**Run 1: local utilization**

The die is cut into 7 by 7 equal tiles; black is low, pale yellow is high, 0 to 100% covered.
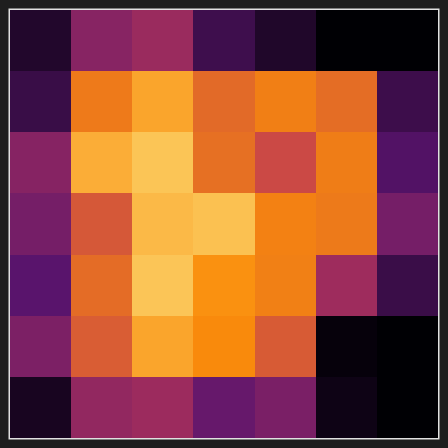
**Run 1: sizing map**

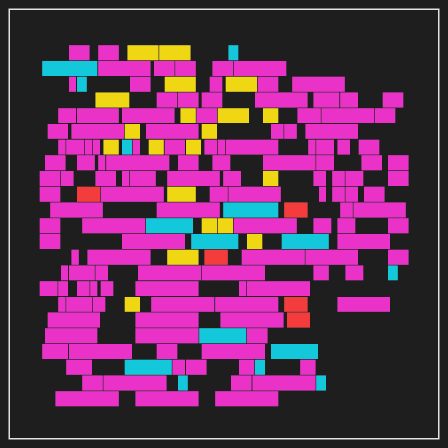
**Run 1: sequential cells colored by netlist name**

Other sequential cells in the stronger gray, the rest of the logic in the fainter gray.
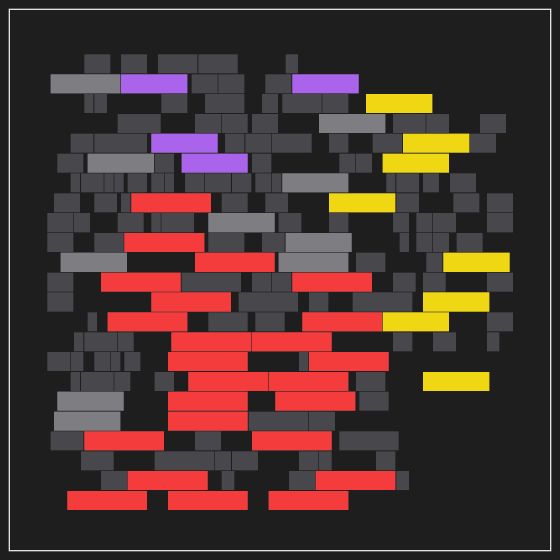
**src/rtl/alu_command_queue.sv**
```systemverilog
// Command FIFO feeding an external combinational ALU, with a registered
// result stage that holds steady under downstream backpressure.
module alu_command_queue #(
    parameter int DEPTH = 4
) (
    input  logic                     clk,
    input  logic                     reset,
    input  logic                     cmd_valid,
    output logic                     cmd_ready,
    input  logic [1:0]               cmd_a,
    input  logic [1:0]               cmd_b,
    input  logic [1:0]               cmd_select,
    output logic [1:0]               alu_a,
    output logic [1:0]               alu_b,
    output logic [1:0]               alu_select,
    input  logic [3:0]               alu_z,
    output logic                     res_valid,
    input  logic                     res_ready,
    output logic [3:0]               res_z,
    output logic [1:0]               res_select,
    output logic [$clog2(DEPTH):0]   count,
    output logic [7:0]               done_count
);

    localparam int PW = $clog2(DEPTH);
    localparam int CW = PW + 1;
    localparam logic [CW-1:0] FULL_C = CW'(DEPTH);

    typedef struct packed {
        logic [1:0] a;
        logic [1:0] b;
        logic [1:0] sel;
    } cmd_t;

    cmd_t            cmdMem_q [DEPTH];
    logic [PW-1:0]   headPtr_q, headPtr_d;
    logic [PW-1:0]   tailPtr_q, tailPtr_d;
    logic [CW-1:0]   count_q, count_d;
    logic            resValid_q, resValid_d;
    logic [3:0]      resZ_q, resZ_d;
    logic [1:0]      resSel_q, resSel_d;
    logic [7:0]      doneCount_q, doneCount_d;

    logic            notEmpty;
    logic            push;
    logic            issue;
    logic            accept;
    cmd_t            headEntry;

    assign notEmpty  = (count_q != '0);
    assign cmd_ready = (count_q < FULL_C);
    assign push      = cmd_valid && cmd_ready;
    assign issue     = notEmpty && (!resValid_q || res_ready);
    assign accept    = resValid_q && res_ready;
    assign headEntry = cmdMem_q[headPtr_q];

    // The ALU only ever sees the stored head, never the incoming command.
    assign alu_a      = notEmpty ? headEntry.a   : 2'b00;
    assign alu_b      = notEmpty ? headEntry.b   : 2'b00;
    assign alu_select = notEmpty ? headEntry.sel : 2'b00;

    assign res_valid  = resValid_q;
    assign res_z      = resZ_q;
    assign res_select = resSel_q;
    assign count      = count_q;
    assign done_count = doneCount_q;

    always_ff @(posedge clk) begin
        if (push) begin
            cmdMem_q[tailPtr_q] <= '{a: cmd_a, b: cmd_b, sel: cmd_select};
        end
    end

    always_comb begin
        headPtr_d = headPtr_q;
        tailPtr_d = tailPtr_q;
        count_d   = count_q;
        if (push) begin
            tailPtr_d = tailPtr_q + PW'(1);
        end
        if (issue) begin
            headPtr_d = headPtr_q + PW'(1);
        end
        case ({push, issue})
            2'b10:   count_d = count_q + CW'(1);
            2'b01:   count_d = count_q - CW'(1);
            default: count_d = count_q;
        endcase
    end

    // A new issue takes priority over clearing; both may coincide with an accept.
    always_comb begin
        resValid_d  = resValid_q;
        resZ_d      = resZ_q;
        resSel_d    = resSel_q;
        doneCount_d = doneCount_q;
        if (issue) begin
            resValid_d = 1'b1;
            resZ_d     = alu_z;
            resSel_d   = alu_select;
        end else if (accept) begin
            resValid_d = 1'b0;
        end
        if (accept) begin
            doneCount_d = doneCount_q + 8'd1;
        end
    end

    always_ff @(posedge clk or posedge reset) begin
        if (reset) begin
            headPtr_q   <= '0;
            tailPtr_q   <= '0;
            count_q     <= '0;
            resValid_q  <= 1'b0;
            resZ_q      <= '0;
            resSel_q    <= '0;
            doneCount_q <= '0;
        end else begin
            headPtr_q   <= headPtr_d;
            tailPtr_q   <= tailPtr_d;
            count_q     <= count_d;
            resValid_q  <= resValid_d;
            resZ_q      <= resZ_d;
            resSel_q    <= resSel_d;
            doneCount_q <= doneCount_d;
        end
    end

endmodule

```
**config.mk**
```make
export PLATFORM = sky130hd
export DESIGN_NAME = alu_command_queue
export DESIGN_NICKNAME = d
export VERILOG_FILES = /design/src/rtl/alu_command_queue.sv
export SDC_FILE = /design/constraint.sdc
export NUM_CORES = 1
export LEC_CHECK = 0
export CAP_MARGIN = 10
export CORE_MARGIN = 5
export CORE_UTILIZATION = 48
export CTS_BUF_LIST = sky130_fd_sc_hd__clkbuf_4
export CTS_CLUSTER_DIAMETER = 80
export DETAILED_ROUTE_END_ITERATION = 7
export PLACE_DENSITY = 0.75
export RECOVER_POWER = 50
export SYNTH_ARGS = -nofsm -noshare
export SYNTH_HDL_FRONTEND = slang
export SYNTH_SLANG_ARGS = --single-unit
```
**constraint.sdc**
```tcl
create_clock -name clk -period 2.07 [get_ports clk]
set_clock_uncertainty 0.2 [all_clocks]
set_input_delay 0.207 -clock clk [delete_from_list [all_inputs] [get_ports clk]]
set_output_delay 0.207 -clock clk [all_outputs]
set_load 0.01 [all_outputs]
```
==> impl_metrics.yaml, run 1 <==
# generated from flow reports
synth:
  synth-simple-area-share: 0.08773
  ys_sh_adder: 0.04832
  synthAoiAreaFrac: 0.002543
  ys_cells: 121
  async_flop_share: 0.4783
  synth_flops: 46
  yosys_warnings: 0
  ys_sh_xor: 0.05785
  topCellsByArea: "edfxtp_1, dfrtp_1, mux4_2"
  syn_area_per_cell_sq_um: 16.27
  edf_count: 24
  synth.largest_area_cell: "edfxtp_1"
  synthCells: 121
  syn-num-nets: 142
  ys_top_cells_by_count: "edfxtp_1, dfrtp_1, xnor2_1"
  mux_area_frac: 0.1252
setup_path:
  worstSetupPathDepth: 4
  r2r_start: "res_valid"
  critPathKind: "reg2out"
  cp-start-kind: "flip-flop"
  crit_chain: "buf_6 > mux4_2 > nor2b_1 > buf_2"
  reg2reg_slack_ps: 40
  r2r_cells: 8
  cpMaxStageDelayCell: "mux4_2"
  cp_max_fo: 5
layout:
  n_fill_cell: 298
  clock_buffers: 6
  buffers_excl_clock: 51
  diodes: 0
  flop-count: 46
  clk_share: 0.02130
  fin_nets: 195
  comb_area_sq_um: 640.6
  layout_top_cells: "clkdlybuf4s50_1, edfxtp_1, dfrtp_1"
  largest_cell_class: "flip-flops and latches"
  inverters: 8
floorplanning:
  rows: 23
  die_area_sq_um: 5481
  coreArea_sq_um: 4000
  die_width_microns: 74.04
hold_path:
  hold_end: "res_z[1]"
  holdPathStages: 2
drt:
  post-route-drc-count: 0
  vias: 1111
  wl_per_cell_microns: 15.73
  drt-total-wl_mm: 3.539
  firstDrtPassIters: 4
  drt-initial-drc-count: 23
final_timing:
  slew_viol_final: 0
  fmax_mhz: 468.1
  hold_viol: 0
  period_used_share: 1.032
  setup_viol: 5
  timing.final.ws_setup_ps: -66.22
  holdWs_ps: 264.1
global_route:
  grt_overflow: 0
  grt_pass1_wl_mm: 5.844
placed_design:
  place_hpwl_mm: 2.558
  place_congestion: 0.7641
  pre_cts_slack_ps: -242.3
  portBuffers: 38
  dp_cells: 210
  place_area_sq_um: 2424
power:
  sequentialPowerShare: 0.419
  total_power_mw: 3.511
  ir_worst_vdd_v: 0.0009554
  p_sw_frac: 0.3299
  p_per_area_nw_per_um2: 1390
  total_switching_power_mw: 1.158
run_status:
  status: "complete, but fails checks"
  failed_checks: "negative setup slack"
clocking:
  clkSlewWorstSetupHoldPaths_ps: 130
  htree_levels: 2
  clock.latency.late_pin_ps: 350
Notes on 'local utilization' above:
mean over tiles: 45%
tiles over 75% full: 16%
densest ninth of the die: middle
emptiest ninth of the die: bottom right

Notes on 'sizing map' above:
legend:
  cyan:
    size: drive 2
    cells: 15
    share: 8.6%
  red:
    size: drive 6 and up
    cells: 5
    share: 2.9%
  yellow:
    size: drive 3 to 4
    cells: 20
    share: 11%
  magenta:
    size: drive 1 or less
    cells: 135
    share: 77%

Notes on 'sequential cells colored by netlist name' above:
legend:
  purple:
    signal: res_z
    sequential_cells: 4
  yellow:
    signal: done_count
    sequential_cells: 8
  red:
    signal: cmdMem_q
    sequential_cells: 24
sequential share of cell area: 0.5042
area occupied by registers: 1274 sq um
Final Util: 0.6315

==> run 1: registers in the layout, indices dropped and copies added, names as in the netlist <==
register and flops:
cmdMem_q 24, done_count 8, res_z 4, count 3, headPtr_q 2, res_select 2
tailPtr_q 2, res_valid 1
==> run 1: power groups by stage <==
stage	Combinational (mW)	Clock [mW]	Sequential [mW]
after floorplan	0.862	0	1.48
after global placement	1.52	0	1.49
after detailed placement	1.56	0	1.51
after CTS	1.65	0.424	1.47
after global routing	1.79	0.469	1.51
final	1.63	0.407	1.47
==> run 1: timing repair <==
action,CTS,global route
gates cloned,0,0
setup endpoints to repair,6,8
endpoints found under the hold margin,22,0
hold buffers,1,0
resized,32,0
setup buffers,5,1
**Run 1: placement by cell class**

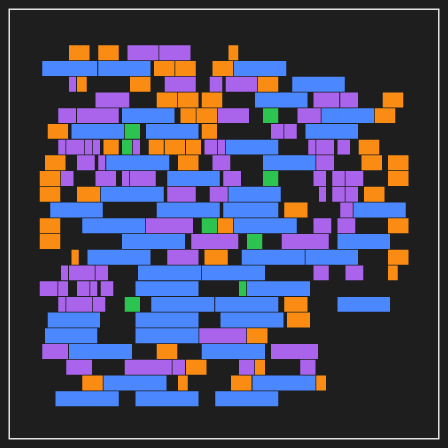

==> run 2, diff against run 1 <==
--- a/config.mk
+++ b/config.mk
@@ -7,11 +7,10 @@
 export LEC_CHECK = 0
 export CAP_MARGIN = 10
 export CORE_MARGIN = 5
-export CORE_UTILIZATION = 48
-export CTS_BUF_LIST = sky130_fd_sc_hd__clkbuf_4
+export CORE_UTILIZATION = 46
 export CTS_CLUSTER_DIAMETER = 80
 export DETAILED_ROUTE_END_ITERATION = 7
-export PLACE_DENSITY = 0.75
+export PLACE_DENSITY = 0.72
 export RECOVER_POWER = 50
 export SYNTH_ARGS = -nofsm -noshare
 export SYNTH_HDL_FRONTEND = slang
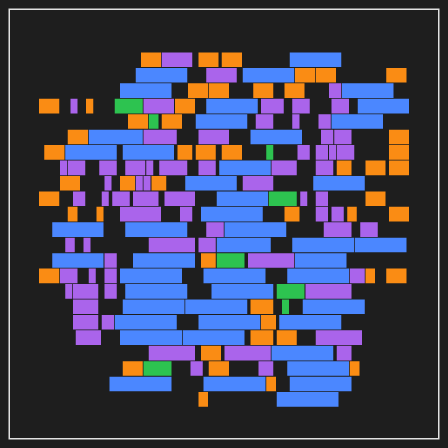
**Above:** run 2 (placement by cell class).
legend:
  blue:
    class: flip-flops
    cells: 46
    share_of_their_area: 52%
  orange:
    class: other buffers and delay cells
    cells: 49
    share_of_their_area: 18%
  purple:
    class: all other logic
    cells: 70
    share_of_their_area: 27%
  green:
    class: clock drivers and dummy loads
    cells: 8
    share_of_their_area: 3.3%
core area: 4086 sq um
row count: 23
sequential share of cell area: 0.5037
Final Util: 0.6188
final instance area: 2529 sq um

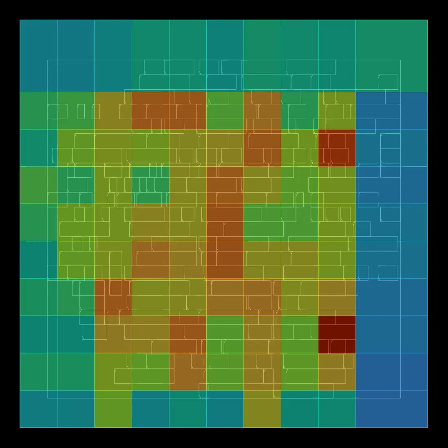
**Above:** run 2 (routing congestion map).
gr busiest metal: met2
M2 GR Usage: 0.2301
global routing usage on met3: 0.05277
met1 Usage GRT: 0.1569
Overall Global Routing Usage: 0.1394

==> run 2 against run 1 <==
  * The flow now finishes without violations
  * Via count is 0.81% higher
  * First-iteration DRC count decreased by 26%
  * Routed wire length shrank 1.9%
  * Combinational power is 4% lower
  * Register-to-register slack gained 100 ps
  * Die size increased by 3.7%
  * Critical path depth unchanged
  * Final cell count down 0.89%
  * Critical endpoint unchanged
  * Worst setup slack better by 130 ps
  * Clock power grew 26%
  * Non-clock buffer count fell by 2
  * Largest power group unchanged
==> impl_metrics.yaml, run 2 <==
# generated from flow reports
synth:
  yosysMostFrequentCell: "edfxtp_1"
  logic_family: "multiplexers"
  ys_top_cells_by_count: "edfxtp_1, dfrtp_1, xnor2_1"
  synth_flops: 46
  ys_sh_xor: 0.05785
  mux_area_frac: 0.1252
  ys_cells: 121
  synthesis.area_sq_um: 1968
  yosysSeqAreaShare: 0.6459
  syn-num-nets: 142
  synthCells: 121
  synth_cell_type_count: 24
  ys_sh_adder: 0.04832
  topCellsByArea: "edfxtp_1, dfrtp_1, mux4_2"
  edf_count: 24
  synth-simple-area-share: 0.08773
  yosys_warnings: 0
  synthAoiAreaFrac: 0.002543
  synth.top_cell.area_share: 0.3662
  async_flop_share: 0.4783
  synth.largest_area_cell: "edfxtp_1"
  syn_area_per_cell_sq_um: 16.27
  synth_chip_area_sq_um: 1968
  synth-main-ff-cell: "edfxtp_1"
setup_path:
  cp-start-kind: "flip-flop"
  critPathKind: "reg2out"
  required_ps: 1660
  crit_arrival_ps: 1600
  cp_max_fo: 3
  cp-end-kind: "primary output"
final_timing:
  period_minus_slack_ps: 2008
  worst_pin_slew_ps: 1177
  slew_viol_final: 0
  period_used_share: 0.9699
  setup_tns_ps: 0
  fmax_mhz: 498.1
  setup_viol: 0
  relSlewSlack: 0.2153
  holdWs_ps: 273.1
  hold_viol: 0
  grt_setup_unrepaired: "false"
  timing.final.ws_setup_ps: 62.24
drt:
  drt-initial-drc-count: 17
  post-route-drc-count: 0
  via_per_inst: 5.022
  drt.antenna.violating_nets: 0
  wl_per_cell_microns: 15.57
  firstDrtPassIters: 4
  drt-total-wl_mm: 3.473
  routedLengthMet1_mm: 1.389
  dr.max_layer_used: "met4"
  met3_length_microns: 198
  dr_wl_met2_mm: 1.800
  vias: 1120
placed_design:
  place_area_sq_um: 2431
  portBuffers: 38
  place_congestion: 0.7642
  dp_cells: 211
  pre_cts_slack_ps: -256.7
  place_hpwl_mm: 2.520
global_route:
  grt_overflow: 0
  grt_pass1_vias: 1223
  grt_antenna_before_repair: 0
  grt_max_degree: 23
  grt_pass1_wl_mm: 5.637
clocking:
  ctsResizeCount: 14
  post_cts_buffers: 2
  htree_levels: 2
  cts_tree: "done"
  clockBufferDepth: 2
  clkSinkCount: 46
  hold_buffers: 0
  ctsRootBufferMaster: "clkbuf_8"
  clock.latency.late_pin_ps: 290
  cts_buffers: 5
  clkSlewWorstSetupHoldPaths_ps: 80
layout:
  diodes: 0
  fin_nets: 193
  largest_cell_class: "flip-flops and latches"
  final_cells: 223
  clock_buffers: 6
  largest-register: "cmdMem_q"
  comb.multi_input.count: 62
  n_fill_cell: 338
  seq_area_sq_um: 1274
  comb_area_sq_um: 648.1
  layout_top_cells: "clkdlybuf4s50_1, edfxtp_1, dfrtp_1"
  comb_share: 0.2563
  layout.nonclk_buf_frac: 0.1712
  flop-count: 46
  inverters: 8
  clk_share: 0.03216
  drive_gt1_frac: 0.2197
  area_growth_pct: 28.48
  largest_reg_flops: 24
  buffers_excl_clock: 49
  final_common_cell: "clkdlybuf4s50_1"
floorplanning:
  die_width_microns: 75.41
  die_area_sq_um: 5687
  fp_util: 0.4816
  die-height_microns: 75.41
  tap_cells: 50
  io_pins: 39
run_status:
  status: "finished clean"
hold_path:
  holdCritPathClass: "reg2reg"
power:
  p_per_area_nw_per_um2: 1400
  ir_worst_vdd_v: 0.0007625
  p_leak_nw: 1.030
  total_power_mw: 3.540
run:
  timing.max_cap.violations: 0
  warnings: 30
[run 2: final timing paths]
check | startpoint | end | slack, ps | depth (start not counted)
setup reg to reg | res_valid | count[2] | 140 | 8
min in group asynchronous | reset | tailPtr_q[0] | 520 | 3
hold reg to reg | done_count[7] | done_count[7] | 270 | 1
setup / recovery | headPtr_q[0] | alu_select[1] | 60 | 4
hold / removal | done_count[7] | done_count[7] | 270 | 1
max in group asynchronous | reset | headPtr_q[0] | 370 | 3
[run 2: critical path: stages, from the launching register on]
cell	delay [ps]
dfrtp_2	400
buf_4	130
mux4_2	500
nor2b_1	160
clkbuf_2	130
[run 2: where the power goes]
| group | switching (mW) | internal (mW) |
|---|---|---|
| logic | 0.640 | 0.921 |
| registers | 0.229 | 1.24 |
| clock network | 0.280 | 0.232 |
| total | 1.15 | 2.39 |
**Run 2: local utilization**

The die is cut into 8 by 8 equal tiles; black is low, pale yellow is high, 0 to 100% covered.
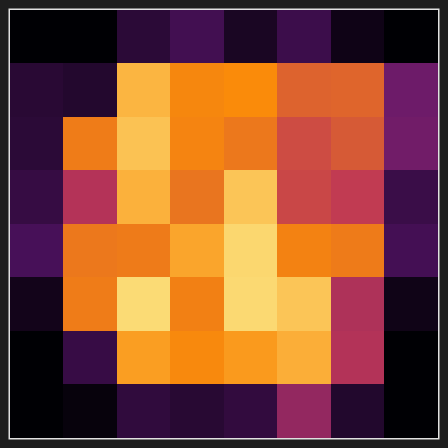

==> run 3, diff against run 2 <==
--- a/config.mk
+++ b/config.mk
@@ -5,6 +5,7 @@
 export SDC_FILE = /design/constraint.sdc
 export NUM_CORES = 1
 export LEC_CHECK = 0
+export ABC_AREA = 0
 export CAP_MARGIN = 10
 export CORE_MARGIN = 5
 export CORE_UTILIZATION = 46
==> constraint.sdc (replaced) <==
create_clock -name clk -period 2.07 [get_ports clk]
set_clock_uncertainty 0.2 [all_clocks]
set_input_delay 0.621 -clock clk [delete_from_list [all_inputs] [get_ports clk]]
set_output_delay 0.621 -clock clk [all_outputs]
set_load 0.01 [all_outputs]
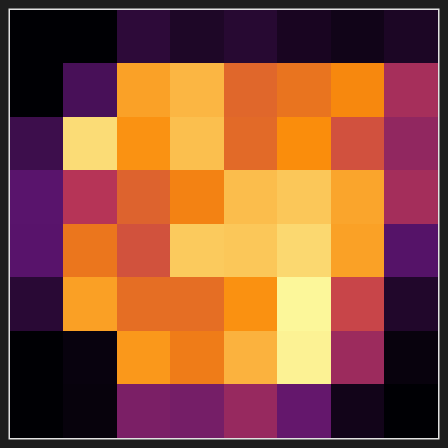
**Above:** run 3 (local utilization).
The die is cut into 8 by 8 equal tiles; black is low, pale yellow is high, 0 to 100% covered.
densest ninth of the die: middle
fullest tile: 98%
tiles over 75% full: 30%
mean over tiles: 47%
nearly empty tiles: 11%
Final Util: 0.6666
Core Util at FP: 0.4816

==> run 3 against run 2 <==
  * The run now ends with negative setup slack left
  * Worst setup slack lost 490 ps
  * Synthesized cell count is the same
  * Clock power grew 3%
  * Die size is the same
  * Count of clock-buffer cells in the layout is the same
  * Area after synthesis is the same
  * First-iteration DRC count grew to 3.7 times the previous value
  * Routed wire length grew 14%
  * Worst hold slack gained 1.7 ps
  * Largest cell class unchanged
==> impl_metrics.yaml, run 3 <==
# generated from flow reports
layout:
  area_growth_pct: 38.40
  drive_gt1_frac: 0.3367
  layout_top_cells: "edfxtp_1, buf_4, dfrtp_1"
  largest_cell_class: "flip-flops and latches"
  flop-count: 46
  diodes: 0
  n_fill_cell: 294
  seq_area_sq_um: 1272
  fin_nets: 216
  layout.nonclk_buf_frac: 0.2265
  largest_reg_flops: 24
  largest-register: "cmdMem_q"
  final_cells: 246
  clk_share: 0.03032
  seqAreaFraction: 0.4672
  comb_share: 0.2421
  buffers_excl_clock: 72
  final_area_sq_um: 2724
  comb_area_sq_um: 659.4
  clock_buffers: 6
  comb.multi_input.count: 62
hold_path:
  holdCritPathClass: "reg2reg"
  hold_end: "done_count[7]"
  hp-start: "done_count[7]"
floorplanning:
  coreArea_sq_um: 4086
  die-height_microns: 75.41
  die_area_sq_um: 5687
  io_pins: 39
  rows: 23
  die_width_microns: 75.41
power:
  ir_worst_vdd_v: 0.0006963
  p_clk_uw: 529
  seq_cell_power_mw: 1.41
  total_switching_power_mw: 1.214
  combinationalPower_mw: 1.83
  total_power_mw: 3.774
  top_power_group: "combinational logic"
  p_leak_nw: 1.233
synth:
  synth-main-ff-cell: "edfxtp_1"
  synth_chip_area_sq_um: 1968
  edf_count: 24
  yosys_warnings: 0
  logic_family: "multiplexers"
  mux_area_frac: 0.1252
  ys_sh_adder: 0.04832
  synth_cell_type_count: 24
  ys_sh_xor: 0.05785
  ys_cells: 121
  ys_top_cells_by_count: "edfxtp_1, dfrtp_1, xnor2_1"
  synth-simple-area-share: 0.08773
  topCellsByArea: "edfxtp_1, dfrtp_1, mux4_2"
  synth.top_cell.area_share: 0.3662
  synthesis.area_sq_um: 1968
  synthAoiAreaFrac: 0.002543
  yosysSeqAreaShare: 0.6459
  synth.largest_area_cell: "edfxtp_1"
  yosysMostFrequentCell: "edfxtp_1"
  syn-num-nets: 142
clocking:
  htree_levels: 2
  clkSinkCount: 46
  cts_buffers: 5
  clockBufferDepth: 2
drt:
  drt-initial-drc-count: 63
  wl_per_cell_microns: 16.15
  post-route-drc-count: 0
  drt.antenna.violating_nets: 0
  drt-total-wl_mm: 3.972
  vias: 1212
setup_path:
  cpMaxStageDelayCell: "mux4_2"
  cp_max_fo: 6
  reg2reg_slack_ps: -10
  reg2reg_to: "res_z[3]"
  crit_buf_inv: 2
  crit_chain: "buf_6 > mux4_2 > and2b_1 > buf_2"
  required_ps: 1250
  critPathKind: "reg2out"
  cp-start-kind: "flip-flop"
  r2r_start: "count[1]"
  cp-end-kind: "primary output"
  r2r_cells: 7
  slowest_delay_ps: 480
  cp_top_family: "multiplexers"
placed_design:
  place_congestion: 0.7346
  pre_cts_slack_ps: -566.6
  place_area_sq_um: 2570
  place_hpwl_mm: 2.776
  portBuffers: 38
run_status:
  status: "complete, but fails checks"
  failed_checks: "negative setup slack"
global_route:
  grt_max_degree: 23
  grt_pass1_wl_mm: 6.361
  grt_overflow: 0
  grt_pass1_vias: 1299
  grt_antenna_before_repair: 0
run:
  timing.max_cap.violations: 0
final_timing:
  setup_viol: 9
  timing.final.ws_setup_ps: -427.8
  slew_viol_final: 0
  fmax_mhz: 400.4
  setup_tns_ps: -2482
  period_minus_slack_ps: 2498
  grt_setup_unrepaired: "true"
  hold_viol: 0
  period_used_share: 1.207
  worst_pin_slew_ps: 570.9
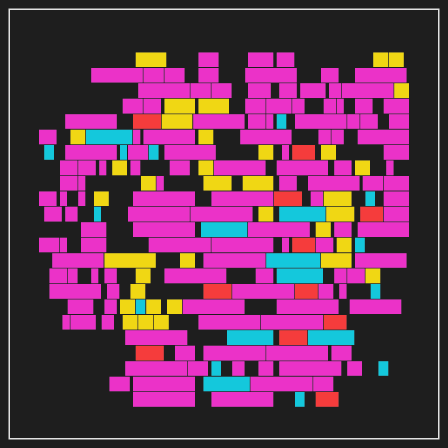
**Above:** run 3 (sizing map).
legend:
  red:
    size: drive 6 and up
    cells: 11
    share: 5.6%
  magenta:
    size: drive 1 or less
    cells: 130
    share: 66%
  cyan:
    size: drive 2
    cells: 20
    share: 10%
  yellow:
    size: drive 3 to 4
    cells: 35
    share: 18%

[run 3: cell counts after synthesis]
Identical to the previous run, type by type.
[run 3: worst max path at each step]
stage	slack, ps	to	startpoint	cells past startpoint
after floorplan	-90	count[2]	res_ready	9
after global placement	-530	alu_select[1]	headPtr_q[0]	3
after detailed placement	-570	alu_select[0]	headPtr_q[0]	3
after CTS	-420	alu_a[0]	headPtr_q[0]	4
after global routing	-510	alu_b[0]	headPtr_q[0]	4
final	-430	alu_a[0]	headPtr_q[0]	4
[run 3: routing by layer]
layer | wire, microns | part of all wire | vias up | global-route usage
met2 | 1979 | 0.50 | 28 | 0.2426
met1 | 1690 | 0.43 | 608 | 0.2035
li1 | - | - | 570 | -
met3 | 233 | 0.059 | 6 | 0.04749
met4 | 69 | 0.017 | 0 | 0.06408
met5 | 0 | 0 | - | 0
Power figures rest on the tool's default switching activity, not on a simulated workload.
